## src/rtl/jt900h_muldiv_pkg.sv

```systemverilog
// jt900h_muldiv_pkg
// Constants shared between the JT900H sequencer and the multiply/divide unit:
// operation encodings plus small decode helpers for them.
package jt900h_muldiv_pkg;

    localparam logic [1:0] OP_MUL  = 2'd0;
    localparam logic [1:0] OP_MULS = 2'd1;
    localparam logic [1:0] OP_DIV  = 2'd2;
    localparam logic [1:0] OP_DIVS = 2'd3;

    function automatic logic op_is_div(input logic [1:0] op);
        return (op == OP_DIV) || (op == OP_DIVS);
    endfunction

    function automatic logic op_is_signed(input logic [1:0] op);
        return (op == OP_MULS) || (op == OP_DIVS);
    endfunction

endpackage

```

## src/rtl/jt900h_muldiv_sign.sv

```systemverilog
// jt900h_muldiv_sign
// Combinational 32-bit sign helper.
//   din      : value, already sign- or zero-extended to 32 bits
//   abs_mode : 1 = produce |din| (negate when din[31] is set)
//   neg      : used when abs_mode = 0: 1 = negate din, 0 = pass through
//   dout     : result
module jt900h_muldiv_sign (
    input  logic [31:0] din,
    input  logic        abs_mode,
    input  logic        neg,
    output logic [31:0] dout
);

    logic flip;

    always_comb begin
        flip = abs_mode ? din[31] : neg;
        dout = flip ? (~din + 32'd1) : din;
    end

endmodule

```

## src/rtl/jt900h_muldiv.sv

```systemverilog
// jt900h_muldiv
// Multi-cycle MUL/MULS/DIV/DIVS unit, byte (8x8, 16/8) and word (16x16, 32/16).
//   clk, rst_n : clock, async active-low reset
//   cen        : clock enable, all state advances only when set
//   start      : request, accepted while busy = 0
//   op, ws     : operation and size (ws = 1 word)
//   op0, op1   : multiplicand/dividend, multiplier/divisor
//   busy       : operation in progress
//   done       : one-cycle result-valid pulse
//   rslt, v    : packed result and divide overflow flag
//
// state | meaning
// IDLE  | waiting for start
// CALC  | one multiply/divide bit per enabled edge, cnt_q down to 0
// FIX   | sign correction, packing, overflow post-check, done pulse
module jt900h_muldiv import jt900h_muldiv_pkg::*; (
    input  logic        clk,
    input  logic        rst_n,
    input  logic        cen,
    input  logic        start,
    input  logic [1:0]  op,
    input  logic        ws,
    input  logic [31:0] op0,
    input  logic [31:0] op1,
    output logic        busy,
    output logic        done,
    output logic [31:0] rslt,
    output logic        v
);

    localparam logic [1:0] ST_IDLE = 2'd0;
    localparam logic [1:0] ST_CALC = 2'd1;
    localparam logic [1:0] ST_FIX  = 2'd2;

    logic [1:0]  state_q, state_d;
    logic [4:0]  cnt_q, cnt_d;
    logic [31:0] acc_q, acc_d;
    logic [15:0] opr_q, opr_d;
    logic [1:0]  op_q, op_d;
    logic        ws_q, ws_d;
    logic [31:0] op0_q, op0_d;
    logic        neg_res_q, neg_res_d;
    logic        neg_rem_q, neg_rem_d;
    logic        ovf_q, ovf_d;
    logic [31:0] rslt_q, rslt_d;
    logic        v_q, v_d;
    logic        done_q, done_d;

    // entry: operand extraction and magnitudes
    logic        in_sgn, in_div;
    logic [31:0] a_ext, b_ext, a_mag, b_mag;
    logic        pre_ovf;

    always_comb begin
        in_sgn = op_is_signed(op);
        in_div = op_is_div(op);
        case ({in_div, ws})
            2'b00:   a_ext = in_sgn ? {{24{op0[7]}}, op0[7:0]}   : {24'd0, op0[7:0]};
            2'b01,
            2'b10:   a_ext = in_sgn ? {{16{op0[15]}}, op0[15:0]} : {16'd0, op0[15:0]};
            default: a_ext = op0;
        endcase
        if (ws)
            b_ext = in_sgn ? {{16{op1[15]}}, op1[15:0]} : {16'd0, op1[15:0]};
        else
            b_ext = in_sgn ? {{24{op1[7]}}, op1[7:0]}   : {24'd0, op1[7:0]};
        // a zero divisor is caught here too: any high half is >= 0
        pre_ovf = in_div && (ws ? (a_mag[31:16] >= b_mag[15:0])
                                : (a_mag[15:8]  >= b_mag[7:0]));
    end

    jt900h_muldiv_sign u_abs_a (.din(a_ext), .abs_mode(in_sgn), .neg(1'b0), .dout(a_mag));
    jt900h_muldiv_sign u_abs_b (.din(b_ext), .abs_mode(in_sgn), .neg(1'b0), .dout(b_mag));

    // iteration datapath: acc_q holds {hi, lo} of 2N bits, opr_q the N-bit operand
    logic [16:0] mul_sum17, div_hi17, div_sub17;
    logic [8:0]  mul_sum9, div_hi9, div_sub9;
    logic        div_ge17, div_ge9;
    logic [31:0] mul_next, div_next;

    always_comb begin
        mul_sum17 = {1'b0, acc_q[31:16]} + (acc_q[0] ? {1'b0, opr_q} : 17'd0);
        mul_sum9  = {1'b0, acc_q[15:8]}  + (acc_q[0] ? {1'b0, opr_q[7:0]} : 9'd0);
        mul_next  = ws_q ? {mul_sum17, acc_q[15:1]}
                         : {16'd0, mul_sum9, acc_q[7:1]};

        div_hi17  = acc_q[31:15];
        div_ge17  = div_hi17 >= {1'b0, opr_q};
        div_sub17 = div_hi17 - {1'b0, opr_q};
        div_hi9   = acc_q[15:7];
        div_ge9   = div_hi9 >= {1'b0, opr_q[7:0]};
        div_sub9  = div_hi9 - {1'b0, opr_q[7:0]};
        div_next  = ws_q ? {(div_ge17 ? div_sub17[15:0] : div_hi17[15:0]), acc_q[14:0], div_ge17}
                         : {16'd0, (div_ge9 ? div_sub9[7:0] : div_hi9[7:0]), acc_q[6:0], div_ge9};
    end

    // FIX: sign correction, post-check, packing
    logic        fix_div;
    logic [31:0] quo_mag, rem_mag, fix_in, fix_a, fix_r, quo_lim;
    logic        post_ovf, fix_ovf;
    logic [31:0] fix_rslt;

    always_comb begin
        fix_div = op_is_div(op_q);
        quo_mag = ws_q ? {16'd0, acc_q[15:0]}  : {24'd0, acc_q[7:0]};
        rem_mag = ws_q ? {16'd0, acc_q[31:16]} : {24'd0, acc_q[15:8]};
        fix_in  = fix_div ? quo_mag : acc_q;
        quo_lim = ws_q ? 32'h0000_8000 : 32'h0000_0080;
        // a negative quotient may reach 2^(N-1), a positive one only 2^(N-1)-1
        post_ovf = (op_q == OP_DIVS) && (neg_res_q ? (quo_mag > quo_lim) : (quo_mag >= quo_lim));
        fix_ovf  = ovf_q || post_ovf;
        if (fix_ovf)
            fix_rslt = ws_q ? op0_q : {16'd0, op0_q[15:0]};
        else if (fix_div)
            fix_rslt = ws_q ? {fix_r[15:0], fix_a[15:0]} : {16'd0, fix_r[7:0], fix_a[7:0]};
        else
            fix_rslt = ws_q ? fix_a : {16'd0, fix_a[15:0]};
    end

    jt900h_muldiv_sign u_fix_q (.din(fix_in),  .abs_mode(1'b0), .neg(neg_res_q), .dout(fix_a));
    jt900h_muldiv_sign u_fix_r (.din(rem_mag), .abs_mode(1'b0), .neg(neg_rem_q), .dout(fix_r));

    // bits that are structurally zero or never needed
    logic unused_bits;
    assign unused_bits = ^{b_mag[31:16], fix_r[31:16], div_sub17[16], div_sub9[8]};

    always_comb begin
        state_d   = state_q;
        cnt_d     = cnt_q;
        acc_d     = acc_q;
        opr_d     = opr_q;
        op_d      = op_q;
        ws_d      = ws_q;
        op0_d     = op0_q;
        neg_res_d = neg_res_q;
        neg_rem_d = neg_rem_q;
        ovf_d     = ovf_q;
        rslt_d    = rslt_q;
        v_d       = v_q;
        done_d    = 1'b0;
        case (state_q)
            ST_IDLE: begin
                if (start) begin
                    op_d      = op;
                    ws_d      = ws;
                    op0_d     = op0;
                    neg_res_d = in_sgn && (a_ext[31] ^ b_ext[31]);
                    neg_rem_d = in_sgn && a_ext[31];
                    ovf_d     = pre_ovf;
                    cnt_d     = ws ? 5'd16 : 5'd8;
                    if (in_div) begin
                        acc_d = a_mag;
                        opr_d = b_mag[15:0];
                    end else begin
                        acc_d = ws ? {16'd0, b_mag[15:0]} : {24'd0, b_mag[7:0]};
                        opr_d = a_mag[15:0];
                    end
                    state_d = pre_ovf ? ST_FIX : ST_CALC;
                end
            end
            ST_CALC: begin
                acc_d = fix_div ? div_next : mul_next;
                cnt_d = cnt_q - 5'd1;
                if (cnt_q == 5'd1)
                    state_d = ST_FIX;
            end
            ST_FIX: begin
                rslt_d  = fix_rslt;
                v_d     = fix_ovf;
                done_d  = 1'b1;
                state_d = ST_IDLE;
            end
            default: state_d = ST_IDLE;
        endcase
    end

    always_ff @(posedge clk or negedge rst_n) begin
        if (!rst_n) begin
            state_q   <= ST_IDLE;
            cnt_q     <= 5'd0;
            acc_q     <= 32'd0;
            opr_q     <= 16'd0;
            op_q      <= OP_MUL;
            ws_q      <= 1'b0;
            op0_q     <= 32'd0;
            neg_res_q <= 1'b0;
            neg_rem_q <= 1'b0;
            ovf_q     <= 1'b0;
            rslt_q    <= 32'd0;
            v_q       <= 1'b0;
            done_q    <= 1'b0;
        end else if (cen) begin
            state_q   <= state_d;
            cnt_q     <= cnt_d;
            acc_q     <= acc_d;
            opr_q     <= opr_d;
            op_q      <= op_d;
            ws_q      <= ws_d;
            op0_q     <= op0_d;
            neg_res_q <= neg_res_d;
            neg_rem_q <= neg_rem_d;
            ovf_q     <= ovf_d;
            rslt_q    <= rslt_d;
            v_q       <= v_d;
            done_q    <= done_d;
        end
    end

    assign busy = (state_q != ST_IDLE);
    assign done = done_q;
    assign rslt = rslt_q;
    assign v    = v_q;

endmodule

```

## config.mk

```make
export PLATFORM = sky130hd
export DESIGN_NAME = jt900h_muldiv
export DESIGN_NICKNAME = d
export VERILOG_FILES = /design/src/rtl/jt900h_muldiv_pkg.sv /design/src/rtl/jt900h_muldiv_sign.sv /design/src/rtl/jt900h_muldiv.sv
export SDC_FILE = /design/constraint.sdc
export NUM_CORES = 1
export LEC_CHECK = 0
export CAP_MARGIN = 20
export CORE_MARGIN = 4
export CORE_UTILIZATION = 40
export CTS_CLUSTER_SIZE = 25
export DETAILED_ROUTE_END_ITERATION = 8
export GPL_TIMING_DRIVEN = 0
export SLEW_MARGIN = 10
export SYNTH_ARGS = -nofsm -noshare
export SYNTH_HDL_FRONTEND = slang
export SYNTH_SLANG_ARGS = --single-unit
export TNS_END_PERCENT = 30
```

## constraint.sdc

```tcl
create_clock -name clk -period 6.15 [get_ports clk]
set_input_delay 1.23 -clock clk [delete_from_list [all_inputs] [get_ports clk]]
set_output_delay 1.23 -clock clk [all_outputs]
set_load 0.02 [all_outputs]
```

run_1/clk_routes.png
The bar under the picture is 50 um long.
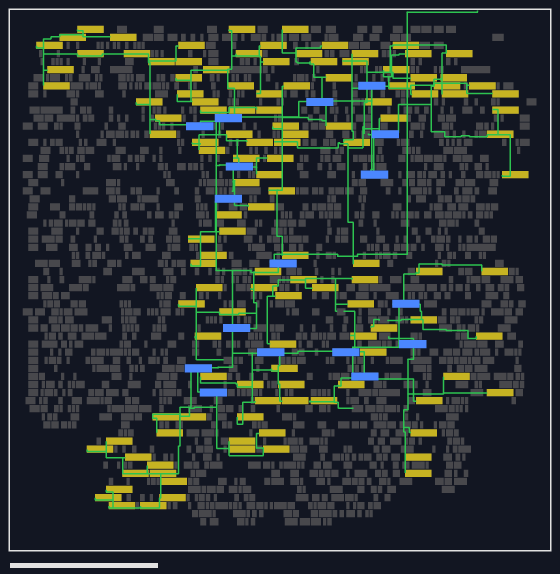
legend:
  blue:
    item: clock drivers
    count: 17
  green:
    item: clock wires
    length: 2,220 um
  yellow:
    item: flip-flops
    count: 127
routed clock nets: 18

run_1/clocks.png
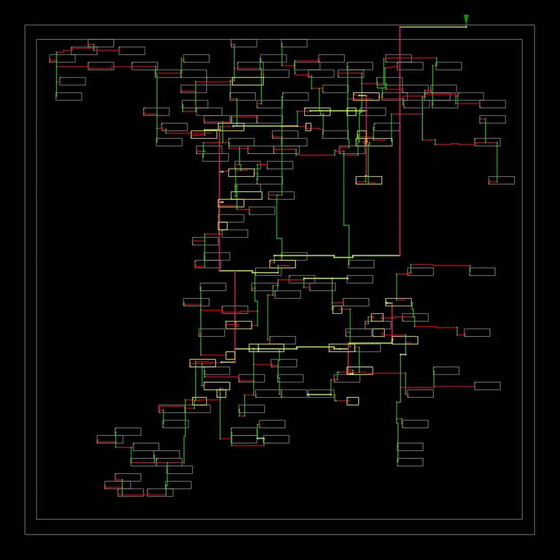
clock net sink count: 127
worst setup skew after layout: 0.02099 ns

run_1/logic_types.png
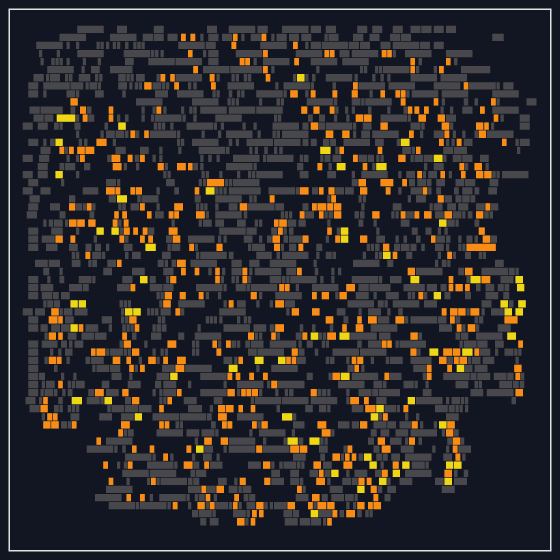
legend:
  orange:
    family: inverting AOI/OAI gates
    cells: 400
    where: widely spread
  yellow:
    family: AND-OR and OR-AND gates
    cells: 67

==> out/qor.yml, run 1 <==
critical_path_cell_sequence: "clkdlybuf4s50_1, clkbuf_2, clkbuf_1, ha_1, o21ai_0, nand4_2, nor4_4, a21oi_1, o21ai_1, ha_1, a21o_1, a21oi_1, nor2b_1, o2111ai_1, a31oi_1, o211ai_1, o21ai_0"
final-comb-area_sq_um: 8322
timing_limited_maximum_frequency_ghz: 0.1674
grt_setup_unrepaired: "no"
vias: 13040
timing.max_cap.violations: 0
synthesis.area_sq_um: 12100
worst-endpoint-required_ns: 6.43
max-clock-path-buffers: 2
clkTransAtPathRegs_ns: 0.06
status: "complete, no violations"
synth_dominant_cell_count: "nand2_1"
critical_path.n_buffers_inverters: 3
post-route-min-period_ns: 5.973
seqCellArea_sq_um: 3178
setup_tns_ns: 0
yosysChipArea_sq_um: 12100
drc_errors: 0
cpPeakStageDelay_ns: 0.56
timing.hold.worst.class: "register to register"
clock_tree.root_cell: "clkbuf_16"
hold_violations_final: 0
starting_density_of_the_core: 0.4073
global_route.overflow_total: 0
cts_tree: "built"
synth-main-ff-cell: "dfrtp_1"
tally_of_buffers_added_on_design_ports: 87
die_h_um: 181.9
fill_cells: 3011
core-area_sq_um: 29720
ys.warnings.count: 0
worst_r2r_startpoint: "ws_q"
power.density_nw_per_um2: 607.2
ys_ff: 127
worst_slew_pin_slew_ns: 0.8816
place_hpwl_mm: 40.87
sequential_share_of_the_synthesized_area: 0.2626
synthCells: 1599
enable_flop_cells: 0
n_antenna_cell: 0
vias_in_the_first_global_route: 12260
setup_violations: 0
htreeDepth: 4
grt_antenna_before_repair: 0
whs_path_cells: 2
hold_start: "rslt[10]"
die_ar_sq_um: 33100
dpl.cell_count: 2077
syn2layout_area_growth_pct: 16.57
wire_length_of_the_first_global_routing_pass_mm: 76.75
power.ir.vdd_worst_uv: 226.9
final_core_utilization: 0.4748
crit_type: "input pin to register"
number_of_nets_at_the_end_of_the_flow: 1861
synth.net_count: 1754
critical_path_arrival_ns: 6.25
rr_endpoint: "rslt[30]"
power.static_leakage_uw: 0.006040
synth.yosys.num_cells: 1599
netlist_top_cells_count: "nand2_1 (283), nor2_1 (151), dfrtp_1 (127), o21ai_0 (127), a21oi_1 (95)"
worstRegToRegCells: 13
routed_via_density: 6.184
synth-async-reset-ratio: 1.000
critPathSlowestCell: "nor4_4"
critical_path.startpoint_type: "input pin"
warning_count: 43
syn-mean-instance-area_sq_um: 7.569
num_rows: 63
groute.usage.overall: 0.3015
critPathCaptureType: "register"
cpLargestDelayFamily: "AND-OR/OR-AND gates"
grt_start_max_net_pins: 86
yosys.area.top_type: "dfrtp_1"
die_x_um: 181.9
layout-drive-gt1-share: 0.05003
cts_inserted_buffers: 17
worstSkewPairLatency_ns: 0.44
gp_congestion: 1.003
detail_route.wirelength_mm: 51.00
rrSetupSlack_ns: 1.13
drt-pass1-iter-count: 5
smallest_hold_slack_ns: 0.4794
yosysUniqueCellTypes: 81
post_layout_nonfiller_instances: 2109
wl_per_cell_um: 24.18
drt_first_iter_violations: 1427
cts_setup_buffers: 0
crit_fanout: 10
layout_worst_path_cycle_share: 0.9713
ios: 106
antenna_left: 0
end_point_of_the_worst_hold_path: "rslt[10]"
post_synth_top_area_share: 0.2626
slew_violations: 0
top_cells_by_area: "dfrtp_1 (26%), nand2_1 (8.8%), ha_1 (8.3%), o21ai_0 (5.3%), nor2_1 (4.7%)"
slew-limit-headroom: 0.4073
## run 1: routing by layer
layer | global-route usage | vias up | wire length, um
met4 | 0.09397 | 0 | 1823
li1 | - | 5954 | -
met2 | 0.4651 | 633 | 22270
met5 | 0 | - | 0
met1 | 0.4288 | 6350 | 22640
met3 | 0.05569 | 105 | 4272
## run 1: flip-flops by register name, indices dropped and copies added, names as in the netlist
signal,cells
state_q,2
acc_q,32
ws_q,1
opr_q,16
done,1
neg_res_q,1
v,1
cnt_q,5
op_q,2
op0_q,32
rslt,32
ovf_q,1
neg_rem_q,1
## run 1: stage by stage
| step | area, sq um | setup WS [ns] | power (uW) |
|---|---|---|---|
| after floorplan | 12100 | 1.616 | 5391 |
| after global placement | 13460 | -1.579 | 7245 |
| after detailed placement | 13490 | -0.5607 | 7280 |
| after CTS | 14100 | 0.08047 | 8395 |
| after global routing | 14110 | 0.07492 | 9118 |
| final | 14110 | 0.1767 | 8567 |
## run 1: final cells by class
class | count | share of cell area
repair buffers | 88 | 0.06376
multi-input cells | 1318 | 0.5898
well taps | 390 | 0.03459
clock inverters | 14 | 0.01197
inverters | 55 | 0.01463
plain buffers | 99 | 0.02882
flip-flops and latches | 127 | 0.2253
clock buffers | 18 | 0.03113
## run 1: worst register-to-register path, cell delays in order (launching register included)
cell and delay (ns):
dfrtp_1 0.49, buf_2 0.26, buf_2 0.29, buf_1 0.62, clkbuf_1 0.58, buf_1 0.49, mux2i_1 0.25, ha_1 0.19
o21ai_0 0.15, nor4_1 0.72, o21ai_0 0.21, a32oi_1 0.28, xor2_1 0.20, o211ai_1 0.14
## run 1: worst max-delay path by stage
stage,from,endpoint,depth (start not counted)
finish,op[1],state_q[1],17
global route,op[1],state_q[1],17
CTS,op[1],state_q[1],18
detailed placement,op[1],state_q[1],18
floorplan,op[1],state_q[1],17
global placement,rst_n,opr_q[9],1
## run 1: logic make-up after synthesis
kind of cell | Yosys count | share of synthesized area
XOR/XNOR | 100 | 0.07237
buffers and inverters | 154 | 0.05045
multiplexers | 47 | 0.04001
flip-flops | 127 | 0.2626
AND-OR/OR-AND | 467 | 0.2510
adder cells (fa/ha/maj) | 84 | 0.08932
AND/OR/NAND/NOR | 620 | 0.2343
## run 1: repair_timing
item | in CTS | in global routing
resized | 1 | 4
endpoints found under the setup margin | 3 | 3
hold buffers | 0 | 0
## run 1: cells in the final DEF, fill, tap and decap left out, types with 25 or more instances in the layout
cell type        instances
a21o_1                  28
a21oi_1                 95
a31oi_1                 29
clkbuf_1                77
clkdlybuf4s50_1         86
dfrtp_1                127
ha_1                    80
inv_1                   54
mux2i_1                 36
nand2_1                283
nand3_1                 39
nor2_1                 151
nor3_1                  25
o211ai_1                29
o21ai_0                126
xnor2_1                 50
xor2_1                  49
## run 1: where the power goes
group | leakage [uW] | internal (uW) | total (uW) | switching, uW
Clock | 0.000302 | 625 | 1100 | 470
Combinational | 0.00415 | 2140 | 5790 | 3650
Sequential | 0.00159 | 1220 | 1680 | 456
==> run 2, diff against run 1 <==
--- a/config.mk
+++ b/config.mk
@@ -11,6 +11,7 @@
 export CTS_CLUSTER_SIZE = 25
 export DETAILED_ROUTE_END_ITERATION = 8
 export GPL_TIMING_DRIVEN = 0
+export MAX_ROUTING_LAYER = met4
 export SLEW_MARGIN = 10
 export SYNTH_ARGS = -nofsm -noshare
 export SYNTH_HDL_FRONTEND = slang
run_2/wires.png
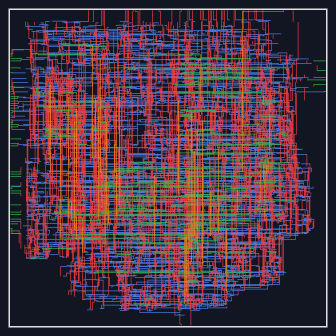
legend:
  red:
    layer: metal 2
    wire_length: 22.2 mm
  blue:
    layer: metal 1
    wire_length: 21.9 mm
  orange:
    layer: metal 4
    wire_length: 1,910 um
  green:
    layer: metal 3
    wire_length: 4,890 um

==> run 2 against run 1 <==
Wire length barely moved; core utilization barely moved; clock power barely moved; clock skew fell by 0.0010 ns; critical path type unchanged; area after synthesis did not move; synthesized cell count did not move; worst hold slack got worse by 0.0041 ns; maximum frequency rose by 2.2%.
==> out/qor.yml, run 2 <==
dpl.cell_count: 2077
layout-drive-gt1-share: 0.04945
status: "complete, no violations"
routed.top_layer: "met4"
cpLargestDelayFamily: "AND-OR/OR-AND gates"
die_h_um: 181.9
power.static_leakage_uw: 0.006036
worst_slew_pin_slew_ns: 0.8412
synthesis.area_sq_um: 12100
timing.clock.skew_ns: 0.01994
die_ar_sq_um: 33100
vias_in_the_first_global_route: 12270
critical_path_arrival_ns: 6.14
tally_of_buffers_added_on_design_ports: 87
critical_path.n_buffers_inverters: 4
cts_tree: "built"
wl_per_cell_um: 24.16
synth.net_count: 1754
top_cells_by_area: "dfrtp_1 (26%), nand2_1 (8.8%), ha_1 (8.3%), o21ai_0 (5.3%), nor2_1 (4.7%)"
drt-pass1-iter-count: 8
ios: 106
syn-mean-instance-area_sq_um: 7.569
drt_first_iter_violations: 1728
power.switching_uw: 4618
power_frac_seq: 0.196
hold_violations_final: 0
power_switching_share: 0.5390
critical_path.startpoint_type: "input pin"
cpPeakStageDelay_ns: 0.57
power.density_nw_per_um2: 607.5
critPathSlowestCell: "xor2_1"
synth-async-reset-ratio: 1.000
max-clock-path-buffers: 2
layout_top_cell: "nand2_1"
wl_met1_mm: 21.95
post_layout_nonfiller_instances: 2110
warning_count: 43
power.ir.vdd_worst_uv: 257.0
critPathCaptureType: "register"
netlist_top_cells_count: "nand2_1 (283), nor2_1 (151), dfrtp_1 (127), o21ai_0 (127), a21oi_1 (95)"
htreeDepth: 4
global_route.overflow_total: 0
post-route-min-period_ns: 5.848
clkTransAtPathRegs_ns: 0.07
sequential_share_of_the_synthesized_area: 0.2626
slew-limit-headroom: 0.4392
syn2layout_area_growth_pct: 16.53
crit_fanout: 10
vias: 13060
rrSetupSlack_ns: 1.25
number_of_nets_at_the_end_of_the_flow: 1861
antenna_left: 0
starting_density_of_the_core: 0.4073
yosys.area.top_type: "dfrtp_1"
groute.usage.overall: 0.3086
numClockSinks: 127
grt_setup_unrepaired: "no"
internal_power_uw: 3950
post_synth_top_area_share: 0.2626
setup_violations: 0
grt_antenna_before_repair: 1
detail_route.wirelength_mm: 50.98
finalPower_uw: 8568
crit_type: "input pin to register"
yosysChipArea_sq_um: 12100
p_clk_frac: 0.126
critical_path_cell_sequence: "clkdlybuf4s50_1, clkbuf_2, clkbuf_1, ha_1, nand4b_1, o211ai_1, nand2_1, clkbuf_1, a31oi_1, xor2_1, and2_1, ha_1, a21o_1, a211oi_1, a31oi_1, o211ai_1, o21ai_0"
place_hpwl_mm: 40.78
wire_length_of_the_first_global_routing_pass_mm: 76.24
layout_top_cells: "nand2_1 (283), nor2_1 (151), dfrtp_1 (127), o21ai_0 (126), a21oi_1 (95)"
timing_limited_maximum_frequency_ghz: 0.1710
die_x_um: 181.9
comb_power_share: 0.678
enable_flop_cells: 0
ys_ff: 127
synth-main-ff-cell: "dfrtp_1"
timing.hold.worst.class: "register to register"
yosysUniqueCellTypes: 81
synth.yosys.num_cells: 1599
num_rows: 63
routed_via_density: 6.190
drc_errors: 0
met3_length_mm: 4.893
route.met2.wl_mm: 22.23
core-area_sq_um: 29720
worst-endpoint-required_ns: 6.45
gp_congestion: 1.031
clock_tree.root_cell: "clkbuf_16"
timing.max_cap.violations: 0
slew_violations: 0
layout_worst_path_cycle_share: 0.9508
synthCells: 1599
grt_start_max_net_pins: 86
ys.warnings.count: 0
post_cts_hold_buffer_count: 0
fill_cells: 3023
synth_dominant_cell_count: "nand2_1"
run_2/clocks.png
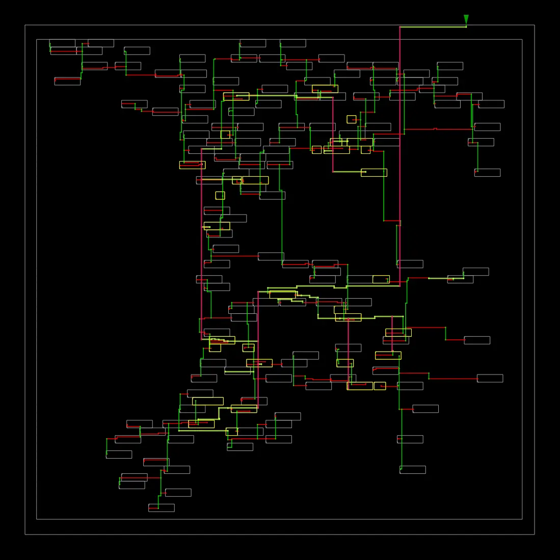
insertion delay at the late pin of the worst-skew pair: 0.46 ns
number of buffers created by CTS: 17

run 2: layer usage:
metal,vias to the layer above,global-route usage
met5,-,-
met4,0,0.1051
met3,114,0.05028
met2,727,0.4585
met1,6252,0.4281
li1,5968,-
run 2: power groups by stage:
stage,Sequential (uW),Combinational (uW),Clock (uW)
finish,1680,5810,1080
detailed placement,1670,5630,0
CTS,1660,5660,1080
global placement,1670,5580,0
floorplan,1590,3800,0
global route,1710,6270,1120
run 2: worst min-delay path, delay by kind of cell (launching register included):
family / cells / cell delay, ns
AOI/OAI and AO/OA: 1 / 0.05
DFF: 1 / 0.34
and+or+nand+nor: 1 / 0.04
run 2: cells by family (layout without fill, tap and decap cells):
logic type      count (synthesis)  after routing  synth area share
simple gates                  620            620            0.2343
compound gates                467            467            0.2510
buf+inv                       154            274           0.05045
flops                         127            127            0.2626
xor+xnor                      100            100           0.07237
fa+ha+maj                      84             84           0.08932
mux                            47             47           0.04001
other cells                     0              1                 0
run 2: path summary, 6_finish.rpt:
check / start / cells past startpoint / end
max in group asynchronous: rst_n / 2 / opr_q[3]
min: rslt[8] / 2 / rslt[8]
min in group asynchronous: rst_n / 1 / rslt[10]
max reg2reg: ws_q / 13 / rslt[30]
max: op[1] / 17 / state_q[1]
min reg2reg: rslt[8] / 2 / rslt[8]
run 2: area by class of cell:
| class | count | area (sq um) | area share |
|---|---|---|---|
| inverters | 55 | 206.4 | 0.01464 |
| clock inverters | 15 | 182.7 | 0.01295 |
| well taps | 390 | 488.0 | 0.03460 |
| clock buffers | 17 | 425.4 | 0.03016 |
| multi-input cells | 1318 | 8314 | 0.5895 |
| diodes | 1 | 2.502 | 0.0001774 |
| repair buffers | 88 | 899.6 | 0.06379 |
| plain buffers | 99 | 406.6 | 0.02883 |
| flip-flops and latches | 127 | 3178 | 0.2253 |
run 2: per-stage QoR:
step                TNS (ns)  hold slack, ns  instance area (sq um)  utilization  setup slack [ns]
floorplan                  0          0.4454                  12100            -             1.616
global placement     -196.63          0.4656                  13460       0.4530            -1.560
detailed placement    -1.122          0.4698                  13490       0.4540           -0.4142
CTS                        0          0.4851                  14100       0.4744           0.04403
global route               0          0.4989                  14100       0.4746           0.06902
finish                     0          0.4754                  14100       0.4746            0.3025
run 2: what timing repair did:
action,CTS,global route
setup buffers,0,0
setup endpoints to repair,0,3
resized,0,4
No activity file was given, so power comes from the tool's default toggle rates.
